**src/rtl/led_drv_pkg.sv**
```systemverilog
// Shared types and defaults for the LED shift-register driver.
package led_drv_pkg;

    // Transmit FSM states.
    typedef enum logic [1:0] {
        IDLE  = 2'd0,
        SHIFT = 2'd1,
        LATCH = 2'd2
    } led_state_t;

    localparam int DEF_WIDTH   = 16;
    localparam int DEF_CLK_DIV = 2;

    // Counter width able to hold 0..n-1, never narrower than one bit.
    function automatic int cnt_width(input int n);
        return (n > 1) ? $clog2(n) : 1;
    endfunction

endpackage

```
**src/rtl/led_bit_timer.sv**
```systemverilog
// Half-period divider for the serial shift clock: tick marks the last cycle
// of each half-period, phase tells which half (0 = ser_clk low, 1 = high).
module led_bit_timer
    import led_drv_pkg::*;
#(
    parameter int CLK_DIV = DEF_CLK_DIV
) (
    input  logic clk,
    input  logic reset,
    input  logic clear,
    input  logic enable,
    output logic tick,
    output logic phase
);

    localparam int DW = cnt_width(CLK_DIV);
    localparam logic [DW-1:0] DIV_LAST = DW'(CLK_DIV - 1);

    logic [DW-1:0] div_cnt_reg;
    logic          phase_reg;

    assign tick  = enable && (div_cnt_reg == DIV_LAST);
    assign phase = phase_reg;

    // Count clk cycles within a half-period; flip phase at each wrap.
    always_ff @(posedge clk) begin
        if (reset || clear) begin
            div_cnt_reg <= '0;
            phase_reg   <= 1'b0;
        end else if (enable) begin
            if (div_cnt_reg == DIV_LAST) begin
                div_cnt_reg <= '0;
                phase_reg   <= ~phase_reg;
            end else begin
                div_cnt_reg <= div_cnt_reg + DW'(1);
            end
        end
    end

endmodule

```
**src/rtl/led_shift_driver.sv**
```systemverilog
// Serialises the LED vector into a 74HC595-style daisy chain (MSB first),
// resending on change, after reset, and optionally on a periodic refresh.
module led_shift_driver
    import led_drv_pkg::*;
#(
    parameter int WIDTH          = DEF_WIDTH,
    parameter int CLK_DIV        = DEF_CLK_DIV,
    parameter int REFRESH_CYCLES = 0
) (
    input  logic             clk,
    input  logic             reset,
    input  logic [WIDTH-1:0] led_in,
    output logic             ser_data,
    output logic             ser_clk,
    output logic             ser_latch,
    output logic             busy,
    output logic             frame_done
);

    localparam int BW = cnt_width(WIDTH);
    localparam int RW = cnt_width(REFRESH_CYCLES);
    localparam logic [BW-1:0] BIT_LAST     = BW'(WIDTH - 1);
    localparam logic [RW-1:0] REFRESH_LAST = RW'((REFRESH_CYCLES > 0) ? REFRESH_CYCLES - 1 : 0);
    localparam bit            REFRESH_EN   = (REFRESH_CYCLES > 0);

    led_state_t       state_reg, state_next;
    logic [WIDTH-1:0] shift_data_reg, shift_data_next;
    logic [WIDTH-1:0] shadow_reg, shadow_next;
    logic [BW-1:0]    bit_cnt_reg, bit_cnt_next;
    logic [RW-1:0]    refresh_cnt_reg, refresh_cnt_next;
    logic             pending_reg, pending_next;
    logic             ser_data_reg, ser_data_next;
    logic             ser_clk_reg, ser_clk_next;
    logic             ser_latch_reg, ser_latch_next;
    logic             busy_reg, busy_next;
    logic             frame_done_reg, frame_done_next;

    logic             frame_start;
    logic             refresh_hit;
    logic             timer_en;
    logic             bit_tick;
    logic             bit_phase;
    logic [WIDTH-1:0] shifted;

    assign timer_en    = (state_reg != IDLE);
    assign refresh_hit = REFRESH_EN && (refresh_cnt_reg == REFRESH_LAST);
    assign shifted     = shift_data_reg << 1;

    led_bit_timer #(
        .CLK_DIV(CLK_DIV)
    ) u_bit_timer (
        .clk    (clk),
        .reset  (reset),
        .clear  (frame_start),
        .enable (timer_en),
        .tick   (bit_tick),
        .phase  (bit_phase)
    );

    // State register plus all registered outputs; reset aborts any frame.
    always_ff @(posedge clk) begin
        if (reset) begin
            state_reg       <= IDLE;
            shift_data_reg  <= '0;
            shadow_reg      <= '0;
            bit_cnt_reg     <= '0;
            refresh_cnt_reg <= '0;
            pending_reg     <= 1'b1;
            ser_data_reg    <= 1'b0;
            ser_clk_reg     <= 1'b0;
            ser_latch_reg   <= 1'b0;
            busy_reg        <= 1'b0;
            frame_done_reg  <= 1'b0;
        end else begin
            state_reg       <= state_next;
            shift_data_reg  <= shift_data_next;
            shadow_reg      <= shadow_next;
            bit_cnt_reg     <= bit_cnt_next;
            refresh_cnt_reg <= refresh_cnt_next;
            pending_reg     <= pending_next;
            ser_data_reg    <= ser_data_next;
            ser_clk_reg     <= ser_clk_next;
            ser_latch_reg   <= ser_latch_next;
            busy_reg        <= busy_next;
            frame_done_reg  <= frame_done_next;
        end
    end

    // Next-state and output decode for the transmit FSM.
    always_comb begin
        state_next       = state_reg;
        shift_data_next  = shift_data_reg;
        shadow_next      = shadow_reg;
        bit_cnt_next     = bit_cnt_reg;
        refresh_cnt_next = refresh_cnt_reg;
        pending_next     = pending_reg;
        ser_data_next    = ser_data_reg;
        ser_clk_next     = ser_clk_reg;
        ser_latch_next   = ser_latch_reg;
        busy_next        = busy_reg;
        frame_done_next  = 1'b0;
        frame_start      = 1'b0;

        unique case (state_reg)
            IDLE: begin
                // Any combination of triggers yields a single frame.
                if (pending_reg || (led_in != shadow_reg) || refresh_hit) begin
                    frame_start      = 1'b1;
                    shift_data_next  = led_in;
                    shadow_next      = led_in;
                    pending_next     = 1'b0;
                    state_next       = SHIFT;
                    busy_next        = 1'b1;
                    ser_data_next    = led_in[WIDTH-1];
                    ser_clk_next     = 1'b0;
                    bit_cnt_next     = BIT_LAST;
                    refresh_cnt_next = '0;
                end else if (REFRESH_EN) begin
                    refresh_cnt_next = refresh_cnt_reg + RW'(1);
                end
            end

            SHIFT: begin
                if (bit_tick) begin
                    if (!bit_phase) begin
                        ser_clk_next = 1'b1;
                    end else if (bit_cnt_reg == '0) begin
                        // Last bit's high phase done: park the lines and latch.
                        ser_clk_next   = 1'b0;
                        ser_data_next  = 1'b0;
                        ser_latch_next = 1'b1;
                        state_next     = LATCH;
                    end else begin
                        // Data moves only on the falling shift-clock edge.
                        ser_clk_next    = 1'b0;
                        shift_data_next = shifted;
                        ser_data_next   = shifted[WIDTH-1];
                        bit_cnt_next    = bit_cnt_reg - BW'(1);
                    end
                end
            end

            LATCH: begin
                if (bit_tick) begin
                    ser_latch_next   = 1'b0;
                    busy_next        = 1'b0;
                    frame_done_next  = 1'b1;
                    refresh_cnt_next = '0;
                    state_next       = IDLE;
                end
            end

            default: begin
                state_next = IDLE;
            end
        endcase
    end

    assign ser_data   = ser_data_reg;
    assign ser_clk    = ser_clk_reg;
    assign ser_latch  = ser_latch_reg;
    assign busy       = busy_reg;
    assign frame_done = frame_done_reg;

endmodule

```
**config.mk**
```make
export PLATFORM = sky130hd
export DESIGN_NAME = led_shift_driver
export DESIGN_NICKNAME = d
export VERILOG_FILES = /design/src/rtl/led_drv_pkg.sv /design/src/rtl/led_bit_timer.sv /design/src/rtl/led_shift_driver.sv
export SDC_FILE = /design/constraint.sdc
export NUM_CORES = 1
export LEC_CHECK = 0
export CAP_MARGIN = 10
export CORE_ASPECT_RATIO = 1.2
export CORE_MARGIN = 2
export CORE_UTILIZATION = 40
export CTS_CLUSTER_SIZE = 16
export DETAILED_ROUTE_END_ITERATION = 16
export GPL_TIMING_DRIVEN = 0
export PLACE_DENSITY_LB_ADDON = 0.1
export SLEW_MARGIN = 30
export SYNTH_ARGS = -nofsm -noshare
export SYNTH_HDL_FRONTEND = slang
export SYNTH_SLANG_ARGS = --single-unit
```
**constraint.sdc**
```tcl
create_clock -name clk -period 3.8 [get_ports clk]
set_input_delay 0.38 -clock clk [delete_from_list [all_inputs] [get_ports clk]]
set_output_delay 0.38 -clock clk [all_outputs]
set_load 0.02 [all_outputs]
```
**Run 1: wires at chosen ports, followed through buffers**

Drawn at 4 px/um.
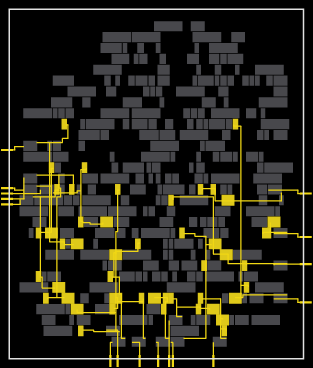
Yellow shows led_in, bits 16, direction input, edge 7 south, 5 west, 4 east, end cells 47, buffers 16, wire 617 um.

**Run 1: cells coloured by class**

Drawn at 4 px/um. Fill, decap, tap and diode cells in grey.
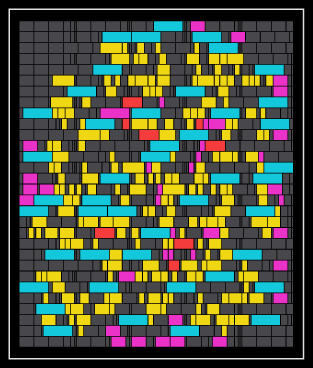
Red shows clock drivers and dummy loads, cells 8. Magenta shows other buffers and delay cells, cells 39. Yellow shows all other logic, cells 206. Cyan shows flip-flops, cells 45.

==> notes.md, run 1 <==
Implementation status.

- Net switching is 28.4% of the power.
- In this run the power density over the cells is 379 nW/um2.
- The detail-routed net length per standard cell is ~14 um.
- In the log, the iteration count for the first detailed-route pass is 4.
- The fraction of the core area covered by cells at the end of the flow is 47.8%.
- The number of synthesized register bits is 45.
- The layout buffer count excluding clock buffers is 39.
- The analysis attributes to net switching a power of 0.288 mW.
- The tightest hold path in the finished design has a slack of 461 ps.
- According to the cell report, flip-flops and latches in the layout number 45.
- The detailed-routed wire length on met3 is 120 um.
- The run finished with clean final reports.
- After synthesis the cells add up to ~2300 um2.
- The startpoint of the lowest-slack register-to-register path is bit_cnt_reg[0]$_SDFFE_PP0P_.
- The total number of yosys warnings is 0.
- The internal power of the cells is about 0.73 mW.
- The achievable clock frequency is about 430 MHz.
- The via count of the first global-routing pass was 1794.
- Counting every net in the synthesized netlist gives 288.
- The most common logic cells in the final layout are sky130_fd_sc_hd__nand2_1, sky130_fd_sc_hd__dfxtp_1, sky130_fd_sc_hd__a21oi_1.
- Buffers added to address setup during post-CTS repair amount to 0.
- The global-route track usage on met2 is 30.0%.
- The worst setup path category is in -> reg.
- After layout the clock buffers and inverters come to approximately 3.2% of cell area.
- In the synthesis report, Yosys lists the chip area as 2300 um2.
- Per the synthesis report, the dominant area consumer among library cells is sky130_fd_sc_hd__dfxtp_1.
- For this design the top-level I/O count stands at 23.
- Per report_power, the clock group accounts for a little under 30% of the total.
- The STA report counts the stages on the worst setup path as 8.
- In the final layout, non-clock buffers account for around an eighth of the cell area.
- The quantity of I/O buffers inserted on ports is 21.
- After clock tree synthesis, the flow added hold-fix buffers numbering 0.
- For this run, asynchronously set or reset flops after synthesis account for 0%.
- The source of the critical timing path is led_in[8].
- The most numerous logic cell after layout is sky130_fd_sc_hd__nand2_1.
- Recorded from the global router log, the overflow total was 0.
- Once the clock tree was built, the resizer swapped 0 gates to a different size.
- The layout multi-input combinational cell count is 200.
- The final report lists the setup-violating endpoint count as 0.
- The endpoint arrival time on the critical path is 2510 ps.
- In the final timing run, aggregate negative setup slack is 0 ps.
- The final worst-path cycle share is 61.0%.
- The main flop type after synthesis is sky130_fd_sc_hd__dfxtp_1.
- The delay of the slowest critical-path stage is 550 ps.
- From left edge to right edge, the die measures 73.2 um.
- The layout summary lists the proportion of cells stronger than drive strength 1 as 11.4%.
- The final count of pins violating max slew is 0.
- The critical hold path startpoint is busy$_SDFFE_PP0P_.
- The met3 track demand over resource in global routing is 3.24%.
- The transition time at the pin with the least slew margin is 554 ps.
- Leaving out buffers and inverters, the combinational logic in the layout accounts for 1270 um2.
- The path with the worst hold slack has its endpoint at busy$_SDFFE_PP0P_.
- For this design, Yosys synthesis ends with a cell count of between 200 and 300.
- The final hold violation count recorded for this run is 0.
- After global routing, the most crowded layer is met2.
- The area share of the leading cell type in the synthesized netlist is 39.2%.
- In this run the standard cell core region covers 5590 um2.
- The number of antenna violations at the first check in global routing is 0.
- The timing report attributes the biggest portion of critical-path delay to buffers and inverters.
- The filler cells instantiated in the layout total 587.
- The slowest stage of the critical path belongs to the cell sky130_fd_sc_hd__clkdlybuf4s50_1.
- The required time at the worst-slack endpoint is around 4000 ps.
- The finished design was reported to have a net count of 316.
- The most popular library cell in the synthesized design by count is sky130_fd_sc_hd__nand2_1.
- The fraction of cell area in sequential cells is reported as 33.7%.
- In the post-synthesis netlist, the biggest area contributors are sky130_fd_sc_hd__dfxtp_1, sky130_fd_sc_hd__nand2_1, sky130_fd_sc_hd__mux2i_1.
- The register with the most flip-flops in the layout has 16 of them.
- The relative max-transition margin is 63.1%.
- The reg2reg setup slack is 1670 ps.
- The critical path maximum fanout is 10.
**Run 1: clock wiring as the flow saved it**

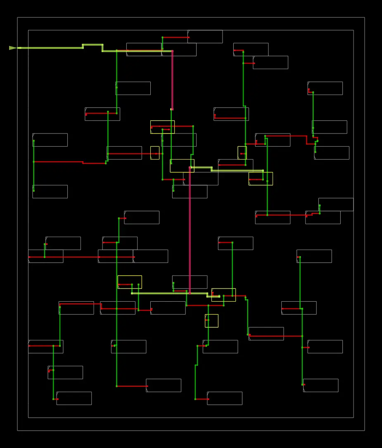
number of clock buffers in the layout: 5
Clk. pwr: 0.299 mW

## run 1: cell families (layout without fill, tap and decap cells)
logic type / Yosys count / count (layout) / synth area share [%]
and+or+nand+nor: 111 / 111 / 22.2
DFF: 45 / 45 / 39.2
AOI/OAI and AO/OA: 40 / 40 / 10.8
muxes: 30 / 30 / 14.8
buffers and inverters: 24 / 53 / 5.61
xor gates and xnor gates: 18 / 18 / 6.86
adders and majority gates: 1 / 1 / 0.545
## run 1: metrics by stage
step | instances | instance area, um2 | worst slack [ps]
final | 362 | 2670 | 1480
after global routing | 362 | 2670 | 1340
after CTS | 362 | 2670 | 1490
after detailed placement | 354 | 2590 | 1160
after global placement | 354 | 2590 | 1190
after floorplan | 269 | 2300 | 1870
## Run 2: what changed since run 1
==> constraint.sdc (replaced) <==
create_clock -name clk -period 2 [get_ports clk]
set_input_delay 0.2 -clock clk [delete_from_list [all_inputs] [get_ports clk]]
set_output_delay 0.2 -clock clk [all_outputs]
set_load 0.02 [all_outputs]
**Run 2: wires at chosen ports, followed through buffers**

Drawn at 4 px/um.
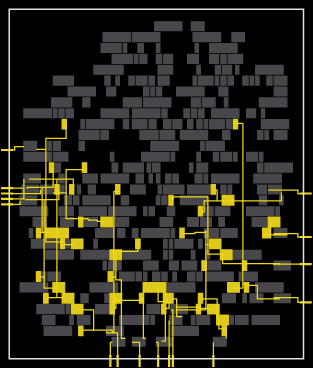
Yellow shows led_in, bits 16, direction input, edge 7 south, 5 west, 4 east, end cells 47, buffers 16, wire 624 um.

==> run 2 against run 1 <==
Setup slack lost 1400 ps. Non-clock buffer count up 5. Area after synthesis unchanged. Sequential power grew about 90%. Final area up 4.7%. Highest routed layer unchanged. Register-to-register slack worse by 1600 ps. Utilization increased by 2.2 points. Largest power group unchanged. Routed wire length grew 2.1%. Worst hold slack got worse by 230 ps. Critical path depth did not move. Flip-flop count unchanged. Die area unchanged.
==> notes.md, run 2 <==
Implementation status.

- The report shows a maximum critical-path fanout of 10.
- The hold-critical path endpoint is shadow_reg[4]$_SDFFE_PP0P_.
- The chip area from the yosys synthesis statistics is 2300 um2.
- Summed over all routing layers, the global router reports a total usage of 17.7%.
- Among all stages on the critical path, the maximum delay recorded is 360 ps.
- The maximum number of pins on one net before global-route repair is 15.
- The layout report gives the multi-input gate share of total cell area as 47.1%.
- After synthesis, flip-flops and latches occupy 39.2% of the total area.
- The number of flip-flops and latches is 45.
- The count of different cell masters after synthesis is 37.
- The post-layout total power is 1.96 mW.
- Timing would allow up to 516 MHz.
- The area used by multi-input combinational logic is 1320 um2.
- Data on the critical path is required at its endpoint by 2190 ps.
- The number of antenna violations at the first check in global routing is 0.
- The layout has 5 clock buffers.
- The area fraction of the largest cell type after synthesis is approximately two fifths.
- After detailed routing, the average wire length per cell comes to 14.5 um.
- The count of nets left with antenna violations once routing finished came out at 0.
- The final timing report lists a max-slew violation count of 0.
- The most numerous logic cell after layout is sky130_fd_sc_hd__nand2_1.
- The worst hold margin is approximately 230 ps.
- Per the final timing report, the hold violations number 0.
- The total congestion overflow is 0.
- The total number of yosys warnings is 0.
- Buffers added to address setup during post-CTS repair amount to 2.
- The DRC violation count after routing is 0.
- The synthesis report lists the most area-consuming cells as sky130_fd_sc_hd__dfxtp_1, sky130_fd_sc_hd__nand2_1, sky130_fd_sc_hd__mux2i_1.
- After routing the design area is roughly 2800 um2.
- The main flop type after synthesis is sky130_fd_sc_hd__dfxtp_1.
- On the reported timing paths, the clock transition at the registers reads 90 ps.
- Cells fill 50.0% of the core in the end.
- The biggest area contributor in the post-synthesis netlist is sky130_fd_sc_hd__dfxtp_1.
- The width of the die is 73.2 um.
- Logged for this run, the post-placement worst setup slack is -458 ps.
- The area share of buffers outside the clock network is 13.9%.
- The number of flip-flops under the largest register name is 16.
- The number of top-level pins is 23.
- The run finished with clean final reports.
- The worst setup path category is reg -> reg.
- The maximum resistive drop on vdd is 0.315 mV.
- The total half-perimeter wirelength after legalization and detailed placement is between 3000 and 4000 um.
- Per the STA report, the cell with the highest stage delay on the worst path is sky130_fd_sc_hd__dfxtp_1.
- For the worst reg-to-reg path, the startpoint reported by OpenROAD is bit_cnt_reg[1]$_SDFFE_PP0P_.
- By count the netlist is led by sky130_fd_sc_hd__nand2_1, sky130_fd_sc_hd__dfxtp_1, sky130_fd_sc_hd__a21oi_1.
- Leaving out the clock tree, the finished layout contains a buffer count of 44.
- The area of the core region is about 5600 um2.
- The transition time at the pin with the least slew margin is 555 ps.
- The proportion of register bits with asynchronous set or reset after synthesis is 0%.
- Dividing the final minimum period by the clock period gives between 90% and 100%.
- The number of synthesized register bits is 45.
- Per the layout report, the design carries between 500 and 600 filler cells.
- The script logs the ratio of routed vias to standard cells as 5.21.
- The data arrival time reported for the critical path is around 2100 ps.
- Per the finish-stage timing summary, setup violations number 0.
- The critical hold path startpoint is led_in[4].
- The fraction of final layout cells with drive strength greater than 1 is 17.2%.
- The area of placed instances is ~2600 um2.
- The power per standard cell area is 699 nW/um2.
- The most popular library cell in the synthesized design by count is sky130_fd_sc_hd__nand2_1.
- At floorplan, the net count of the design was reported as 288.
- The family with the most delay on the worst path is flip-flops.
- The layout multi-input combinational cell count is 200.
- For this design, Yosys synthesis ends with a cell count of 269.
- The logic depth of the worst path, buffers included is 8.
- The die area is 6370 um2.
- In the final layout, flip-flops and latches take up between 30% and 40% of the cell area.
- The number of cells upsized or downsized after cts is 7.
- The via count of the first global-routing pass is between 1500 and 2000.
- Setup slack closes at 62.8 ps.
- The worst hold path cell count is 3.
- Per the cell usage report, the commonest logic cells after layout are sky130_fd_sc_hd__nand2_1, sky130_fd_sc_hd__dfxtp_1, sky130_fd_sc_hd__a21oi_1.
- The number of hold-repair buffers added at the cts stage is 0.
- The type of element launching the critical path is a flip-flop.
- For this run, the post-layout net count is 321.
- The relative max-transition margin is 63.0%.
- The clock net in this run drives a total of 45 sinks.
- Per the placement log, port buffering inserted 21 buffers.
- The final-layout clock-cell area share is 3.08%.
- The source of the critical timing path is bit_cnt_reg[1]$_SDFFE_PP0P_.
- Excluding fillers, the count of instances in the completed layout stands at 367.
- The tally of max-capacitance violations is 0.
- The iteration count of the initial detailed-routing pass is 4.
- The number of warnings in the stage logs is 26.
- For the worst reg-to-reg path, the endpoint reported by OpenROAD is shift_data_reg[7]$_SDFFE_PP0P_.
- The global-route wire length before repair is 8690 um.
- The wire length recorded after detailed routing is between 5000 and 6000 um.
- Setup slack on the worst reg-to-reg path comes out at 60 ps.
- The cell area that synthesis handed to floorplanning was about 2300 um2.
- The setup TNS is 0 ps.
- The number of placed instances, taps included is 354.
**Run 2: clock distribution**

Drawn at 6 px/um.
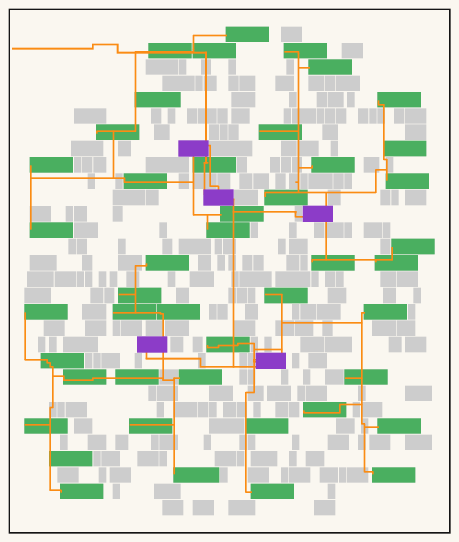
Orange shows clock wires, length 584 um. Purple shows cells driving clock nets, count 5. Green shows flip-flops, count 45.
There are 6 routed clock nets.

==> run 2: power breakdown <==
group | switching (mW) | internal, mW
Clock | 0.324 | 0.242
Sequential | 0.0414 | 0.961
Combinational | 0.193 | 0.195
==> run 2: cell families (layout without fill, tap and decap cells) <==
family,Yosys count,in the layout,synth area share [%]
AOI/OAI and AO/OA,40,40,10.8
xor gates and xnor gates,18,18,6.86
adders and majority gates,1,1,0.545
buffers and inverters,24,58,5.61
DFF,45,45,39.2
muxes,30,30,14.8
and+or+nand+nor,111,111,22.2
==> run 2: layer usage <==
metal	global-route usage, %	share of wire (%)
met5	0	0
met4	4.04	0.86
met3	3.24	2.9
met2	30.1	49
met1	22.9	47
## Run 3: what changed since run 2
--- a/config.mk
+++ b/config.mk
@@ -6,9 +6,11 @@
 export NUM_CORES = 1
 export LEC_CHECK = 0
 export CAP_MARGIN = 10
+export CELL_PAD_IN_SITES_DETAIL_PLACEMENT = 0
+export CELL_PAD_IN_SITES_GLOBAL_PLACEMENT = 1
 export CORE_ASPECT_RATIO = 1.2
 export CORE_MARGIN = 2
-export CORE_UTILIZATION = 40
+export CORE_UTILIZATION = 38
 export CTS_CLUSTER_SIZE = 16
 export DETAILED_ROUTE_END_ITERATION = 16
 export GPL_TIMING_DRIVEN = 0
==> run 3 against run 2 <==
The flow now finishes with violations (negative setup slack). Register-to-register slack got worse by 30 ps. Clock-buffer cell count rose by 1. Via count unchanged. Area after synthesis unchanged. Synthesized cell count is the same. Clock skew is essentially flat. Maximum frequency shrank 4.0%. Routed wire length increased by 8.1%. Sequential power about the same. Sequential share of layout area shrank 0.88 points. Flip-flop count unchanged. Critical endpoint is now shift_data_reg[8]$_SDFFE_PP0P_. Largest cell class unchanged. Largest power group unchanged.
==> notes.md, run 3 <==
Implementation status.

- The fraction of the core area covered by cells at the end of the flow is 48.6%.
- The dominant cell type by area after synthesis is sky130_fd_sc_hd__dfxtp_1.
- The net count entering floorplan is 288.
- The layout summary lists the proportion of cells stronger than drive strength 1 as 17.9%.
- The maximum resistive drop on vdd is 0.297 mV.
- The number of warnings in the stage logs is 28.
- The total number of yosys warnings is 0.
- For reference, XOR and XNOR gates occupy 6.86% of the area reported after synthesis.
- After detailed routing, the met3 layer carries ~200 um of wire.
- The area of the core region is 5930 um2.
- The chip area from the yosys synthesis statistics is 2300 um2.
- The post-layout worst setup margin is -18.2 ps.
- The global route stage reports its total congestion overflow as 0.
- Global routing used a little under a fifth of the available tracks across all layers.
- The and-or/or-and share of the synthesized area is 10.8%.
- The area share of buffers outside the clock network is between 10% and 20%.
- The area share of the leading cell type in the synthesized netlist is between 30 and 40%.
- The final reports fail on negative setup slack.
- The worst setup path is launched from a primary input.
- In the synthesized netlist, mux cells make up 14.8% of the area.
- The sum of routed wire segments on met1 is 2610 um.
- After layout, the worst path uses 101% of the clock period.
- The largest single stage delay on the critical path is 500 ps.
- The routed layout reports a DRC error count of 0.
- The transition time at the pin with the least slew margin is 605 ps.
- The final report gives the standard cell area, fillers excluded, as 2880 um2.
- Final hold analysis gives a worst-case slack of between 200 and 250 ps.
- The number of antenna violations at the first check in global routing is 0.
- The number of filler cells placed in the layout is 603.
- In the final report, the number of endpoints failing setup comes to 6.
- The flow ran to the end, but the final reports show violations.
- The highest signal layer in the routed design is met4.
- The main flop type after synthesis is sky130_fd_sc_hd__dfxtp_1.
- The startpoint identified for the worst hold timing path is led_in[7].
- The number of flip-flops under the largest register name is 16.
- By instance count after routing, the leading logic cell types are sky130_fd_sc_hd__nand2_1, sky130_fd_sc_hd__dfxtp_1, sky130_fd_sc_hd__a21oi_1.
- Per the synthesis report, the adder-cell share of the synthesized area is 0.545%.
- By count the netlist is led by sky130_fd_sc_hd__nand2_1, sky130_fd_sc_hd__dfxtp_1, sky130_fd_sc_hd__a21oi_1.
- The number of hold-repair buffers added at the cts stage is 0.
- The post-layout total power is 1.98 mW.
- The number of maximum-capacitance violations recorded for the run is 0.
- The total half-perimeter wirelength after legalization and detailed placement is just over 4000 um.
- For reference, the final report shows the hold violation count at 0.
- For this run, combinational gates with multiple inputs come to roughly 200.
- The via count of the first global-routing pass is 1775.
- In the finished layout, the clock tree contains a buffer count of 6.
- The number of placed instances, taps included is 372.
- The power per standard cell area is 687 nW/um2.
- Once layout is complete, the cells apart from fillers number 390.
- Along the worst path, the maximum fanout reaches 5.
- In the final layout, the multi-input gates occupy 1350 um2.
- The number of synthesized register bits is 45.
- In the setup report, the worst path falls into the class in -> reg.
- STA puts the critical path data arrival time at around 2200 ps.
- The layout buffer count excluding clock buffers is 49.
- For this run, global-route usage on met3 was measured as 3.83%.
- The final layout contains a sequential cell count of approximately 45.
- Looking at the worst setup and hold paths, the clock pins of their registers show a slew of about 90 ps.
- The net count reported at finish is 326.
- The source of the critical timing path is led_in[2].
- The achievable clock frequency is 495 MHz.
- The max-slew check reports its worst relative slack as between 50% and 60%.
- In the final timing run, aggregate negative setup slack is -90.7 ps.
- The pre-CTS setup check shows a worst slack of -471 ps.
- The synthesis report lists the most area-consuming cells as sky130_fd_sc_hd__dfxtp_1, sky130_fd_sc_hd__nand2_1, sky130_fd_sc_hd__mux2i_1.
- The final-layout clock-cell area share is 2.87%.
- The worst-path cell with the longest stage delay is sky130_fd_sc_hd__clkdlybuf4s50_1.
- Broken down by cell family, the worst path's largest delay share belongs to buffers and inverters.
- The routed wire length on met2 is 2920 um.
- The area of placed instances is 2610 um2.
- Per the synth stats, the proportion of register bits with asynchronous set or reset is 0%.
- The fraction of cell area in multi-input combinational cells is reported as 46.8%.
- The wire length recorded after detailed routing is 5760 um.
- According to the report, the first pass of detailed routing completed in 4 iterations.
- The die area is approximately 6700 um2.
- The global-route wire length before repair is 9090 um.
- The portion of the post-synthesis area used by sequential elements is 39.2%.
- Leaving out fill and tap cells, the most frequent cell in the layout is sky130_fd_sc_hd__nand2_1.
- The most used routing layer is met2.
- The final count of pins violating max slew is 0.
- The startpoint of the lowest-slack register-to-register path is shadow_reg[3]$_SDFFE_PP0P_.
- The simple-gate share of the synthesized area is 22.2%.
## run 3: cell counts after synthesis
No cell type changed its count.
## run 3: worst paths after layout
path | depth (start not counted) | slack (ps) | to
setup reg to reg | 7 | 30 | shift_data_reg[8]$_SDFFE_PP0P_
setup / recovery | 8 | -20 | shift_data_reg[8]$_SDFFE_PP0P_
hold / removal | 3 | 240 | shadow_reg[7]$_SDFFE_PP0P_
hold reg to reg | 2 | 460 | busy$_SDFFE_PP0P_
## run 3: power by group
group | internal [mW] | switching (mW)
combinational | 0.211 | 0.205
clock | 0.243 | 0.318
sequential | 0.961 | 0.0398
total | 1.42 | 0.563
## run 3: tightest hold or removal path: stages
cell	delay, ps
sky130_fd_sc_hd__dlymetal6s2s_1	160
sky130_fd_sc_hd__nand2_1	70
sky130_fd_sc_hd__mux2i_1	60
**Run 3: signal wires on met2**

Drawn at 6 px/um.
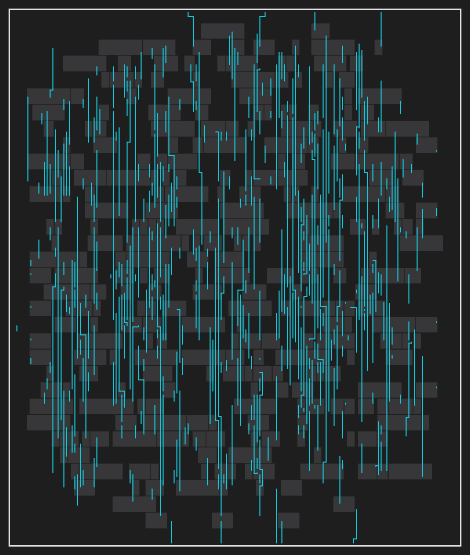
275 nets have wire on it. The wires run mostly vertical. The longest straight run is 40.8 um. The layer carries 2920 um of wire. The layer holds 51% of the routed length.

**Run 3: wires at chosen ports, followed through buffers**

Drawn at 4 px/um.
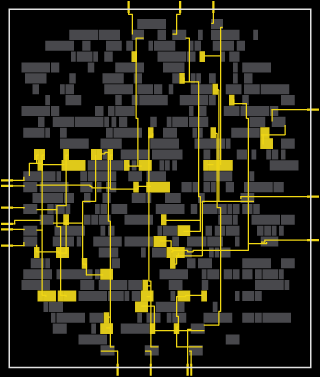
Yellow shows led_in, bits 16, direction input, edge 6 west, 4 south, 3 east, 3 north, end cells 47, buffers 16, wire 819 um.

Power figures rest on the tool's default switching activity, not on a simulated workload.
